Fig. 1: run 1, the metal 1 layer
The bar under the picture is 20 µm long. Supply wires on this layer in grey.
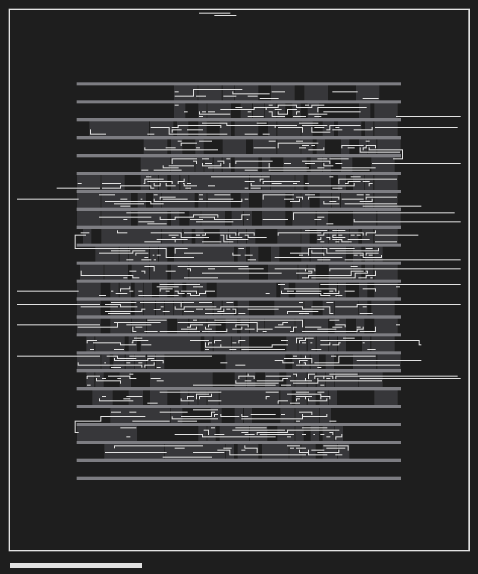
Fig. 2: run 1, cells by drive strength
The bar under the picture is 20 µm long.
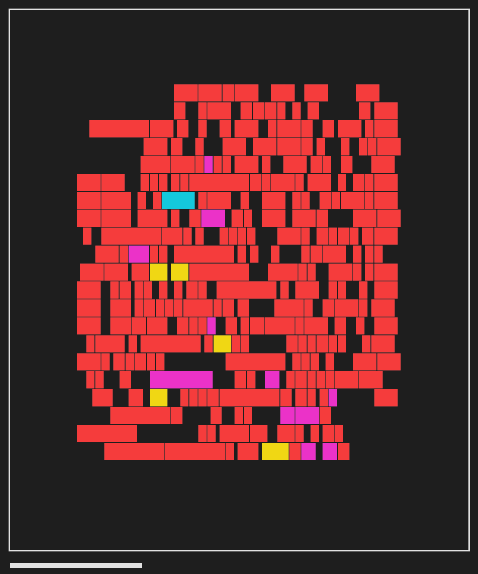
Fig. 3: run 1, M2 wires
The bar under the picture is 20 µm long.
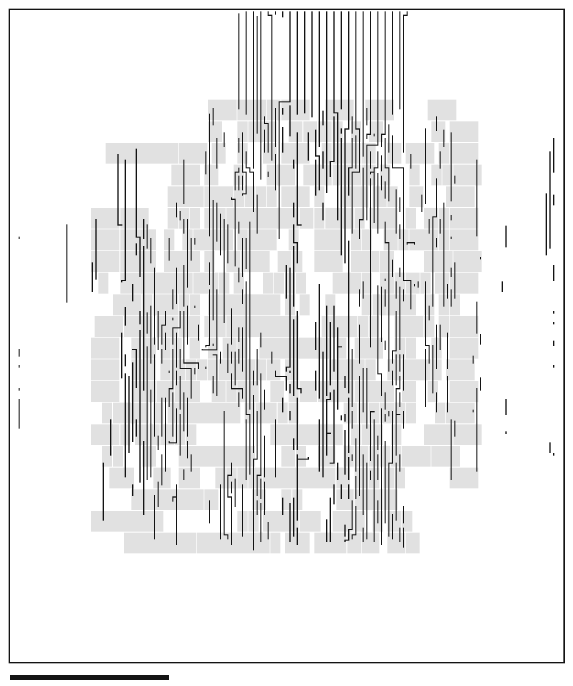
File: src/rtl/fifo_wr_arbiter.sv
// fifo_wr_arbiter: round-robin write arbiter sharing one FIFO write port
// among N valid/ready requesters. A local credit counter mirrors FIFO
// occupancy from observed pops so the FIFO can never be overrun; the
// FIFO full flag is honoured as a second guard.
// Optional build macro FIFO_ARB_STATS_EN adds per-requester beat counters
// readable through stat_sel / stat_cnt.
module fifo_wr_arbiter #(
   parameter int N         = 4,
   parameter int DW        = 8,
   parameter int DEPTH     = 8,
   parameter int MAX_BURST = 4
) (
   input  logic            clk,
   input  logic            rst_n,
   input  logic [N-1:0]    req_valid,
   input  logic [N*DW-1:0] req_data,
   output logic [N-1:0]    req_ready,
   output logic            fifo_wr,
   output logic [DW-1:0]   fifo_din,
   input  logic            fifo_full,
   input  logic            fifo_pop,
   output logic [N-1:0]    grant,
   output logic [3:0]      credit,
   output logic            ovf_err
`ifdef FIFO_ARB_STATS_EN
   ,
   input  logic [2:0]      stat_sel,
   output logic [15:0]     stat_cnt
`endif
);

   localparam int         PW        = $clog2(N);
   localparam logic [3:0] CRD_MAX   = 4'(DEPTH);
   localparam logic [3:0] LAST_BEAT = 4'(MAX_BURST - 1);

   typedef enum logic {IDLE, BURST} state_t;

   state_t            state, state_nxt;
   logic [PW-1:0]     owner, rr_ptr, winner;
   logic [3:0]        beat_cnt;
   logic              found, can_wr, owner_vld, beat, last_beat, exit_burst;
   logic [2*N-1:0]    vld_dbl;
   logic [N-1:0]      vld_rot;
   logic [PW:0]       offs, widx;
   logic [DW-1:0]     data_arr [N];

   // Unpack the flat requester data bus into one word per requester
   always_comb begin
      for (int i = 0; i < N; i++) data_arr[i] = req_data[i*DW +: DW];
   end

   // Round-robin search: rotate valids so rr_ptr sits at bit 0, take the lowest set bit
   always_comb begin
      vld_dbl = {req_valid, req_valid} >> rr_ptr;
      vld_rot = vld_dbl[N-1:0];
      found   = 1'b0;
      offs    = '0;
      for (int k = N - 1; k >= 0; k--) begin
         if (vld_rot[k]) begin
            found = 1'b1;
            offs  = (PW+1)'(k);
         end
      end
      widx = {1'b0, rr_ptr} + offs;
      if (widx >= (PW+1)'(N)) widx = widx - (PW+1)'(N);
      winner = widx[PW-1:0];
   end

   // Handshake qualifiers for the current owner
   always_comb begin
      can_wr     = (credit != 4'd0) && !fifo_full;
      owner_vld  = req_valid[owner];
      beat       = (state == BURST) && owner_vld && can_wr;
      last_beat  = beat && (beat_cnt == LAST_BEAT);
      exit_burst = (state == BURST) && (last_beat || !owner_vld);
   end

   // FSM state register
   always_ff @(posedge clk or negedge rst_n) begin
      if (!rst_n) state <= IDLE;
      else        state <= state_nxt;
   end

   // FSM next state: arbitrate in IDLE, leave BURST on burst limit or dropped valid
   always_comb begin
      state_nxt = state;
      case (state)
         IDLE:    if (found) state_nxt = BURST;
         BURST:   if (exit_burst) state_nxt = IDLE;
         default: state_nxt = IDLE;
      endcase
   end

   // FSM outputs: grant/ready only while bursting, write data zeroed outside a beat
   always_comb begin
      grant     = '0;
      req_ready = '0;
      fifo_wr   = beat;
      fifo_din  = beat ? data_arr[owner] : '0;
      if (state == BURST) begin
         grant     = {{(N-1){1'b0}}, 1'b1} << owner;
         req_ready = can_wr ? grant : '0;
      end
   end

   // Owner capture, beat counting and round-robin pointer advance
   always_ff @(posedge clk or negedge rst_n) begin
      if (!rst_n) begin
         owner    <= '0;
         beat_cnt <= '0;
         rr_ptr   <= '0;
      end else begin
         if (state == IDLE && found) begin
            owner    <= winner;
            beat_cnt <= '0;
         end else if (beat) begin
            beat_cnt <= beat_cnt + 4'd1;
         end
         if (exit_burst) rr_ptr <= (owner == PW'(N - 1)) ? '0 : owner + 1'b1;
      end
   end

   // Credit tracking: writes consume, pops return; a pop at full credit flags overflow
   always_ff @(posedge clk or negedge rst_n) begin
      if (!rst_n) begin
         credit  <= CRD_MAX;
         ovf_err <= 1'b0;
      end else if (beat && !fifo_pop) begin
         credit <= credit - 4'd1;
      end else if (fifo_pop && !beat) begin
         if (credit == CRD_MAX) ovf_err <= 1'b1;
         else                   credit  <= credit + 4'd1;
      end
   end

`ifdef FIFO_ARB_STATS_EN
   logic [15:0] stat_q [N];

   function automatic logic [15:0] sat_inc(input logic [15:0] v);
      return (v == 16'hFFFF) ? v : v + 16'd1;
   endfunction

   // Per-requester beat counters, saturating
   always_ff @(posedge clk or negedge rst_n) begin
      if (!rst_n) begin
         for (int i = 0; i < N; i++) stat_q[i] <= '0;
      end else if (beat) begin
         stat_q[owner] <= sat_inc(stat_q[owner]);
      end
   end

   // Counter readback; out-of-range selects read as zero
   always_comb begin
      stat_cnt = '0;
      for (int i = 0; i < N; i++) begin
         if (stat_sel == 3'(i)) stat_cnt = stat_q[i];
      end
   end
`endif

endmodule

File: config.mk
export PLATFORM = sky130hd
export DESIGN_NAME = fifo_wr_arbiter
export DESIGN_NICKNAME = d
export VERILOG_FILES = /design/src/rtl/fifo_wr_arbiter.sv
export SDC_FILE = /design/constraint.sdc
export NUM_CORES = 1
export LEC_CHECK = 0
export ABC_AREA = 1
export CORE_ASPECT_RATIO = 1.25
export CORE_MARGIN = 10
export CORE_UTILIZATION = 46
export DETAILED_ROUTE_END_ITERATION = 8
export GPL_TIMING_DRIVEN = 1
export PLACE_DENSITY = 0.95
export RECOVER_POWER = 50
export SLEW_MARGIN = 0
export SYNTH_ARGS = -nofsm -noshare
export SYNTH_HDL_FRONTEND = slang
export SYNTH_SLANG_ARGS = --single-unit
File: constraint.sdc
create_clock -name clk -period 4.6 [get_ports clk]
set_input_delay 0.92 -clock clk [delete_from_list [all_inputs] [get_ports clk]]
set_output_delay 0.92 -clock clk [all_outputs]
set_load 0.03 [all_outputs]
==> job_summary.md, run 1 <==
## Implementation flow summary

| Metric | Value |
|---|---|
| Outcome | `complete, no violations` |
| Initial antenna violation count | `0` |
| Cycle use final | `0.867` |
| EDFF count, synth | `0` |
| Slew Limit Fails | `0` |
| OpenROAD warning count | `31` |
| FMAX | `251 MHz` |
| FFs w/ async S/R, synth | `1.00` |
| Gr usage total | `0.147` |
| CTS Hold Bufs | `0` |
| Setup WS pre-CTS | `0.826 ns` |
| P_clk | `0.0873 mW` |
| Main synth FF type | `dfrtp_1` |
| Largest cells by area | `dfrtp_1 23%, nand2_1 13%, nor2_1 12%` |
| Post-CTS Resized | `0` |
| Flop-to-flop setup slack | `1.70 ns` |
| Setup TNS | `0 ns` |
| Via count | `1636` |
| DRT iter0 DRCs | `142` |
| Post-DP Area | `0.00203 mm²` |
| Final setup margin | `0.611 ns` |
| Root buf cell | `clkbuf_4` |
| Largest net degree at the start of global routing | `23` |
| CTS buffer count | `3` |
| Hold WC Path Type | `flip-flop to flip-flop` |
| Vias per cell | `5.14` |
| Sequential power | `0.267 mW` |
| GPL Wtd Cong | `0.802` |
| Yosys stat area | `0.00141 mm²` |
| R2r endpoint | `credit[2]` |
| Worst setup EP type | `output port` |
| Critical Path AT | `3.07 ns` |
| Worst Setup SP | `req_valid[3]` |
| Routed Antenna Nets | `0` |
| Sw Ratio | `0.538` |
| Die Area | `0.00570 mm²` |
| Number of synthesis warnings | `0` |
| Final nets | `333` |
| Flops after synth | `14` |
| Clock Skew | `0.00217 ns` |
| Hold Fails Final Rpt | `0` |
| Share of cells above drive strength 1 | `0.0603` |
| PD cells | `585 mW/mm²` |
| Num rows | `22` |
Notes on Fig. 1 above:
share of all routed wire: 42%
nets with wire on the layer: 291
longest straight run: 24.4 µm
main direction: horizontal

Notes on Fig. 2 above:
[red] drive 1 or less | cells: 265
[magenta] drive 2 | cells: 11
[yellow] drive 3 to 4 | cells: 5
[cyan] drive 6 and up | cells: 1
Design Area, Final: 0.00204 mm²
Layout Area Growth over Synthesis: 44.8%

Notes on Fig. 3 above:
nets with wire on the layer: 264
main direction: vertical
Routed WL: 4.37 mm
met2 Use GR: 0.256

-- run 1: state kept, by name, indices dropped and copies added, names as in the netlist --
register	count
beat_cnt	4
credit	4
ovf_err	1
owner	2
rr_ptr	2
state	1
-- run 1: critical path: stages --
cell and delay (ns):
dlygate4sd3_1 0.57, inv_1 0.05, nand2_1 0.05, nand3_1 0.08
nand2_1 0.13, nand2_1 0.30, a21oi_1 0.26, clkdlybuf4s50_1 0.70
-- run 1: worst min path at each step --
stage | startpoint | end | slack, ns | depth (start not counted)
after floorplan | beat_cnt[3] | beat_cnt[3] | 0.52 | 3
after global placement | ovf_err | ovf_err | 0.46 | 1
after detailed placement | ovf_err | ovf_err | 0.46 | 1
after CTS | ovf_err | ovf_err | 0.49 | 1
after global routing | ovf_err | ovf_err | 0.50 | 1
final | ovf_err | ovf_err | 0.48 | 1
-- run 1: through the flow --
step / instances / power (mW)
detailed placement: 314 / 1.14
floorplan: 223 / 0.873
CTS: 318 / 1.23
finish: 318 / 1.19
global route: 318 / 1.32
global placement: 314 / 1.11
-- run 1: area by class of cell --
class,count,area (µm²)
Timing Repair Buffer,62,618
Tap cell,36,45.0
Fill cell,267,902
Clock buffer,4,36.3
Sequential cell,14,352
Inverter,28,105
Multi-Input combinational cell,174,887
-- run 1: routing by layer --
metal | global-route usage | wire, µm | up-vias
met2 | 0.256 | 2100 | 66
met3 | 0.0386 | 395 | 6
met5 | 0 | 0 | -
li1 | - | - | 825
met1 | 0.178 | 1840 | 739
met4 | 0.0323 | 35 | 0
-- run 1: logic make-up after synthesis --
| family | synth area share |
|---|---|
| xor+xnor | 0.0372 |
| fa+ha+maj | 0.0887 |
| compound gates | 0.136 |
| simple gates | 0.383 |
| flops | 0.249 |
| buf+inv | 0.106 |
==> run 2: changes to the inputs <==
- SLEW_MARGIN: 0 -> 30
Fig. 4: run 2, a small window of the routed layout
The bar under the picture is 10 µm long. Region (15, 5) to (55, 45) µm. Cells in grey, sequential cells in the stronger grey; small squares are vias.
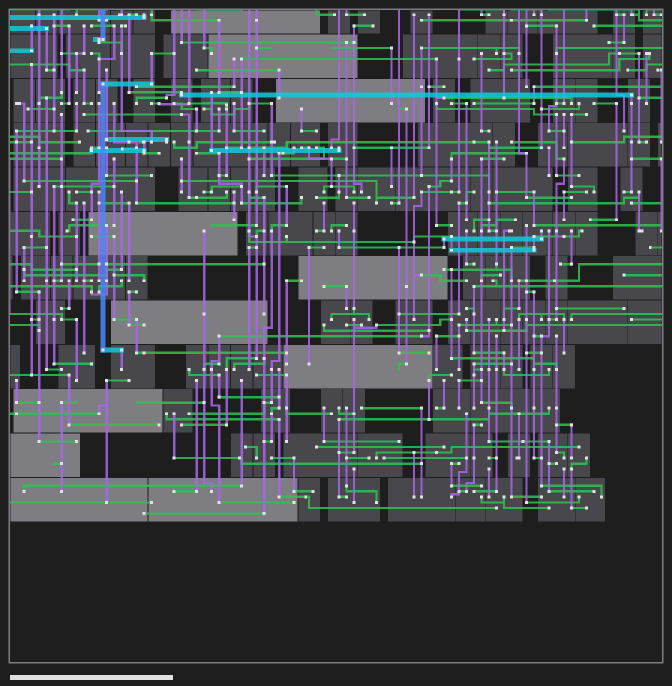
[cyan] met3
[blue] met4
[green] met1
[purple] met2
sequential cells in the window: 10
most frequent: nand2_1 (40), inv_1 (17), nand3_1 (17)
cells with their middle in the window: 143
netlist names of flops here include: credit (3), beat_cnt (2), owner (2)

==> job_summary.md, run 2 <==
## Implementation flow summary

| Metric | Value |
|---|---|
| Outcome | `complete, no violations (unchanged)` |
| Largest cells by area | `dfrtp_1 23%, nand2_1 13%, nor2_1 12% (unchanged)` |
| Setup WS pre-CTS | `0.826 ns (unchanged)` |
| Root buf cell | `clkbuf_4 (unchanged)` |
| CP peak stage delay | `0.70 ns (about the same)` |
| Die Area | `0.00570 mm² (unchanged)` |
| FF/Latch Area | `352 µm² (unchanged)` |
| FMAX | `251 MHz (unchanged)` |
| Finished Layout Cells | `318 (unchanged)` |
| CTS Hold Bufs | `0 (unchanged)` |
| Post-DP Area | `0.00203 mm² (unchanged)` |
| Final nets | `333 (unchanged)` |
| Cycle use final | `0.867 (unchanged)` |
| FFs w/ async S/R, synth | `1.00 (unchanged)` |
| Largest net degree at the start of global routing | `23 (unchanged)` |
| Top Registers | `beat_cnt: 4 flops, credit: 4 flops (unchanged)` |
| Hold_sp | `ovf_err (unchanged)` |
| Kind of cell adding the most delay to the critical path | `buffers and inverters (unchanged)` |
| Gr usage total | `0.147 (unchanged)` |
| GPL Wtd Cong | `0.802 (unchanged)` |
| Critical Path AT | `3.07 ns (about the same)` |
| FILL cells | `267 (unchanged)` |
| Layout Area Growth over Synthesis | `44.8% (unchanged)` |
| EDFF count, synth | `0 (unchanged)` |
| Yosys stat area | `0.00141 mm² (unchanged)` |
| Vias per cell | `5.14 (unchanged)` |
| Met2 WL | `2.10 mm (unchanged)` |
| Busiest grt layer | `met2 (unchanged)` |
| Main synth FF type | `dfrtp_1 (unchanged)` |
| Post-CTS Resized | `0 (unchanged)` |
| Share of cells above drive strength 1 | `0.0603 (unchanged)` |
| Met3 usage | `0.0386 (unchanged)` |
| Hold Fails Final Rpt | `0 (unchanged)` |
| Power Total | `1.19 mW (unchanged)` |
| Routed Antenna Nets | `0 (unchanged)` |
| Logic area | `887 µm² (unchanged)` |
| Met2 Use GR | `0.256 (unchanged)` |
| Clock Skew | `0.00217 ns (unchanged)` |
| DRT iter0 DRCs | `142 (unchanged)` |
| Initial antenna violation count | `0 (unchanged)` |
| Slew Limit Fails | `0 (unchanged)` |
| Placed Cells | `314 (unchanged)` |
| OpenROAD warning count | `31 (unchanged)` |
| CP max-delay cell | `clkdlybuf4s50_1 (unchanged)` |
| Metal-1 WL | `1.84 mm (unchanged)` |
| Worst path most repeated cell | `nand2_1 (unchanged)` |
| Wire length on met3 | `395 µm (unchanged)` |
| Num rows | `22 (unchanged)` |
Fig. 5: run 2, the metal 1 layer
The bar under the picture is 20 µm long. Supply wires on this layer in grey.
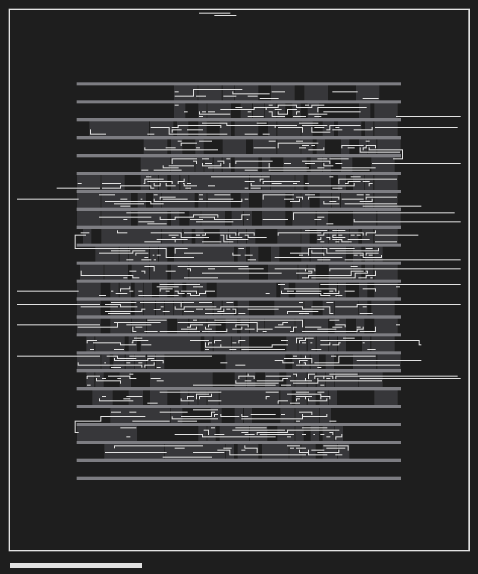
share of all routed wire: 42%
nets with wire on the layer: 291
longest straight run: 24.4 µm
met1 GRT Util: 0.178
via count: 1636

[run 2: cell counts after synthesis]
No cell type changed its count.
[run 2: per-stage QoR]
step                      hold slack, ns   util
final                              0.481  0.694
after global routing               0.504  0.694
after CTS                          0.486  0.701
after detailed placement           0.461  0.689
after global placement             0.464  0.689
after floorplan                    0.522      -
[run 2: layout make-up]
class | instances | share of cell area
inverter | 28 | 0.0514
tap | 36 | 0.0220
sequential | 14 | 0.172
clock buffer | 4 | 0.0178
multi-input combinational | 174 | 0.434
timing repair buffer | 62 | 0.303
[run 2: path summary, 6_finish.rpt]
path	end	slack, ns	cells past startpoint
hold reg to reg	ovf_err	0.48	1
max in group asynchronous	owner[0]	3.08	1
min in group asynchronous	beat_cnt[1]	1.10	1
setup / recovery	fifo_din[4]	0.61	8
setup reg to reg	credit[2]	1.70	11
hold / removal	ovf_err	0.48	1
[run 2: report_power, final]
part,leakage (nW),total (mW),switching (mW),internal (mW)
logic,0.812,0.841,0.515,0.326
clock network,0.0210,0.0873,0.0392,0.0481
registers,0.173,0.267,0.0893,0.177
[run 2: worst register-to-register path, cell delays in order, from the launching register on]
cell	delay, ns
dfrtp_1	0.68
inv_2	0.22
nand3_1	0.14
nand2_1	0.09
nand2_1	0.38
inv_1	0.19
ha_1	0.29
xor2_1	0.19
ha_1	0.20
a21oi_1	0.16
xor2_1	0.16
o21ai_0	0.08
[run 2: cells by family (layout without fill, tap and decap cells)]
logic type | Yosys count | after routing | share of synthesized area
DFF | 14 | 14 | 0.249
xor gates and xnor gates | 6 | 6 | 0.0372
AOI/OAI and AO/OA | 34 | 34 | 0.136
and+or+nand+nor | 124 | 124 | 0.383
adders and majority gates | 10 | 10 | 0.0887
buffers and inverters | 35 | 94 | 0.106
==> run 3: changes to the inputs <==
- CAP_MARGIN: unset -> 20
Fig. 6: run 3, a small window of the routed layout
The bar under the picture is 10 µm long. Region (15, 5) to (55, 45) µm. Cells in grey, sequential cells in the stronger grey; small squares are vias.
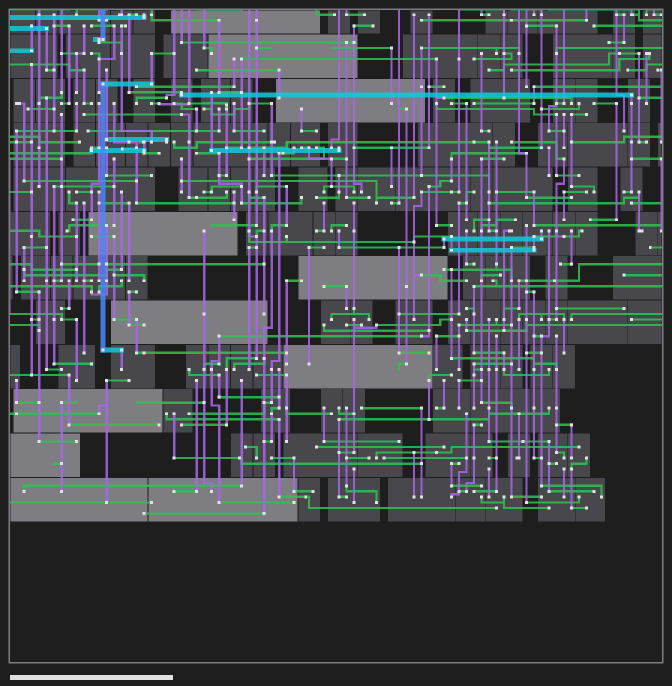
[cyan] met3
[purple] met2
[blue] met4
[green] met1
sequential cells in the window: 10
most frequent: nand2_1 (40), inv_1 (17), nand3_1 (17)
netlist names of flops here include: credit (3), beat_cnt (2), owner (2)
cells with their middle in the window: 143

==> job_summary.md, run 3 <==
## Implementation flow summary

| Metric | Value |
|---|---|
| Outcome | `complete, no violations (unchanged)` |
| Main synth FF type | `dfrtp_1 (unchanged)` |
| DR top layer | `met4 (unchanged)` |
| OpenROAD warning count | `31 (unchanged)` |
| MUX share of area | `0 (unchanged)` |
| Routed WL | `4.37 mm (unchanged)` |
| Clock power frac | `0.073 (about the same)` |
| Worst hold slack | `0.481 ns (unchanged)` |
| CP peak stage delay | `0.70 ns (about the same)` |
| Reg power frac | `0.223 (about the same)` |
| Gr usage total | `0.147 (unchanged)` |
| PD cells | `585 mW/mm² (unchanged)` |
| FF/Latch Area | `352 µm² (unchanged)` |
| CTS buffer count | `3 (unchanged)` |
| Met2 Use GR | `0.256 (unchanged)` |
| FF-to-FF path depth | `11 (unchanged)` |
| Die Area | `0.00570 mm² (unchanged)` |
| Met3 usage | `0.0386 (unchanged)` |
| Metal-1 WL | `1.84 mm (unchanged)` |
| Wire length on met3 | `395 µm (unchanged)` |
| Initial antenna violation count | `0 (unchanged)` |
| CP max-delay cell | `clkdlybuf4s50_1 (unchanged)` |
| Routed Antenna Nets | `0 (unchanged)` |
| Slew Limit Fails | `0 (unchanged)` |
| Post-CTS Resized | `0 (unchanged)` |
| Critical Path AT | `3.07 ns (about the same)` |
| Final nets | `333 (unchanged)` |
| FILL cells | `267 (unchanged)` |
| Share of cells above drive strength 1 | `0.0603 (unchanged)` |
| GPL Wtd Cong | `0.802 (unchanged)` |
| Vias per cell | `5.14 (unchanged)` |
| Hold WC Path Type | `flip-flop to flip-flop (unchanged)` |
| Num rows | `22 (unchanged)` |
| Largest net degree at the start of global routing | `23 (unchanged)` |
| Largest cells by area | `dfrtp_1 23%, nand2_1 13%, nor2_1 12% (unchanged)` |
| Root buf cell | `clkbuf_4 (unchanged)` |
| R2r endpoint | `credit[2] (unchanged)` |
| Hold Fails Final Rpt | `0 (unchanged)` |
| Met2 WL | `2.10 mm (unchanged)` |
| XOR/XNOR Area Share | `0.0372 (unchanged)` |
| DRT iter0 DRCs | `142 (unchanged)` |
| Pint | `0.552 mW (unchanged)` |
| EDFF count, synth | `0 (unchanged)` |
| Sw Ratio | `0.538 (unchanged)` |
Fig. 7: run 3, M2 wires
The bar under the picture is 20 µm long.
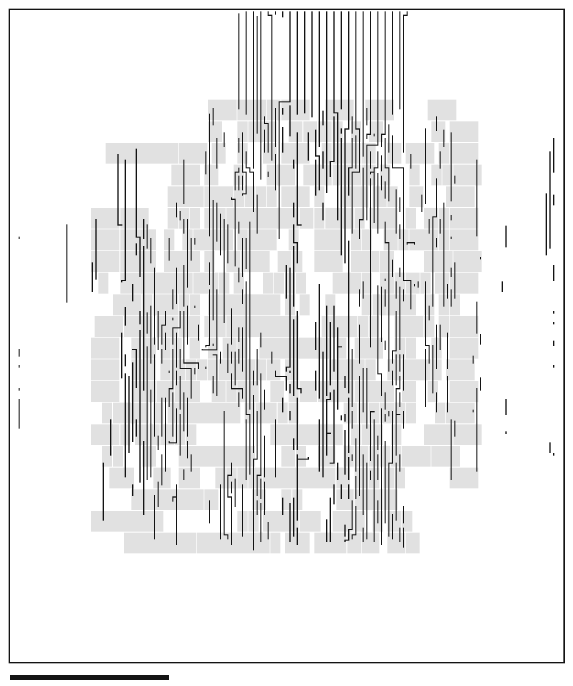
main direction: vertical
wire length on this layer: 2100 µm
nets with wire on the layer: 264

## run 3: cell counts in the layout (fill, tap and decap cells not counted)
No cell type changed its count.
## run 3: worst register-to-register path, delay by kind of cell, from the launching register on
family | cells | cell delay (ns)
AOI/OAI and AO/OA | 2 | 0.24
xor gates and xnor gates | 2 | 0.35
adders and majority gates | 2 | 0.49
buffers and inverters | 2 | 0.41
DFF | 1 | 0.68
and+or+nand+nor | 3 | 0.61
## run 3: power groups by stage
stage                     Sequential, mW  Combinational [mW]  Clock (mW)
after floorplan                    0.269               0.604           0
after global placement             0.262               0.847           0
after detailed placement           0.266               0.871           0
after CTS                          0.265               0.877      0.0895
after global routing               0.276               0.945      0.0956
final                              0.267               0.841      0.0873
## run 3: cell families after synthesis
| group | Yosys count |
|---|---|
| XOR/XNOR | 6 |
| AND-OR/OR-AND | 34 |
| buffers and inverters | 35 |
| flip-flops | 14 |
| AND/OR/NAND/NOR | 124 |
| adder cells (fa/ha/maj) | 10 |
## run 3: final cells by class
class,count,area share
clock buffers,4,0.0178
inverters,28,0.0514
multi-input cells,174,0.434
flip-flops and latches,14,0.172
well taps,36,0.0220
repair buffers,62,0.303
## run 3: metrics by stage
| step | power [mW] | instances | utilization | setup WS, ns | area, µm² |
|---|---|---|---|---|---|
| 3_5_place_dp | 1.14 | 314 | 0.689 | 0.826 | 2030 |
| 6_report | 1.19 | 318 | 0.694 | 0.611 | 2040 |
| 3_3_place_gp | 1.11 | 314 | 0.689 | 0.895 | 2030 |
| 2_1_floorplan | 0.873 | 223 | - | 1.74 | 1410 |
| 5_1_grt | 1.32 | 318 | 0.694 | 0.419 | 2040 |
| 4_1_cts | 1.23 | 318 | 0.701 | 0.823 | 2070 |
Power is estimated from default activity; no workload was simulated.
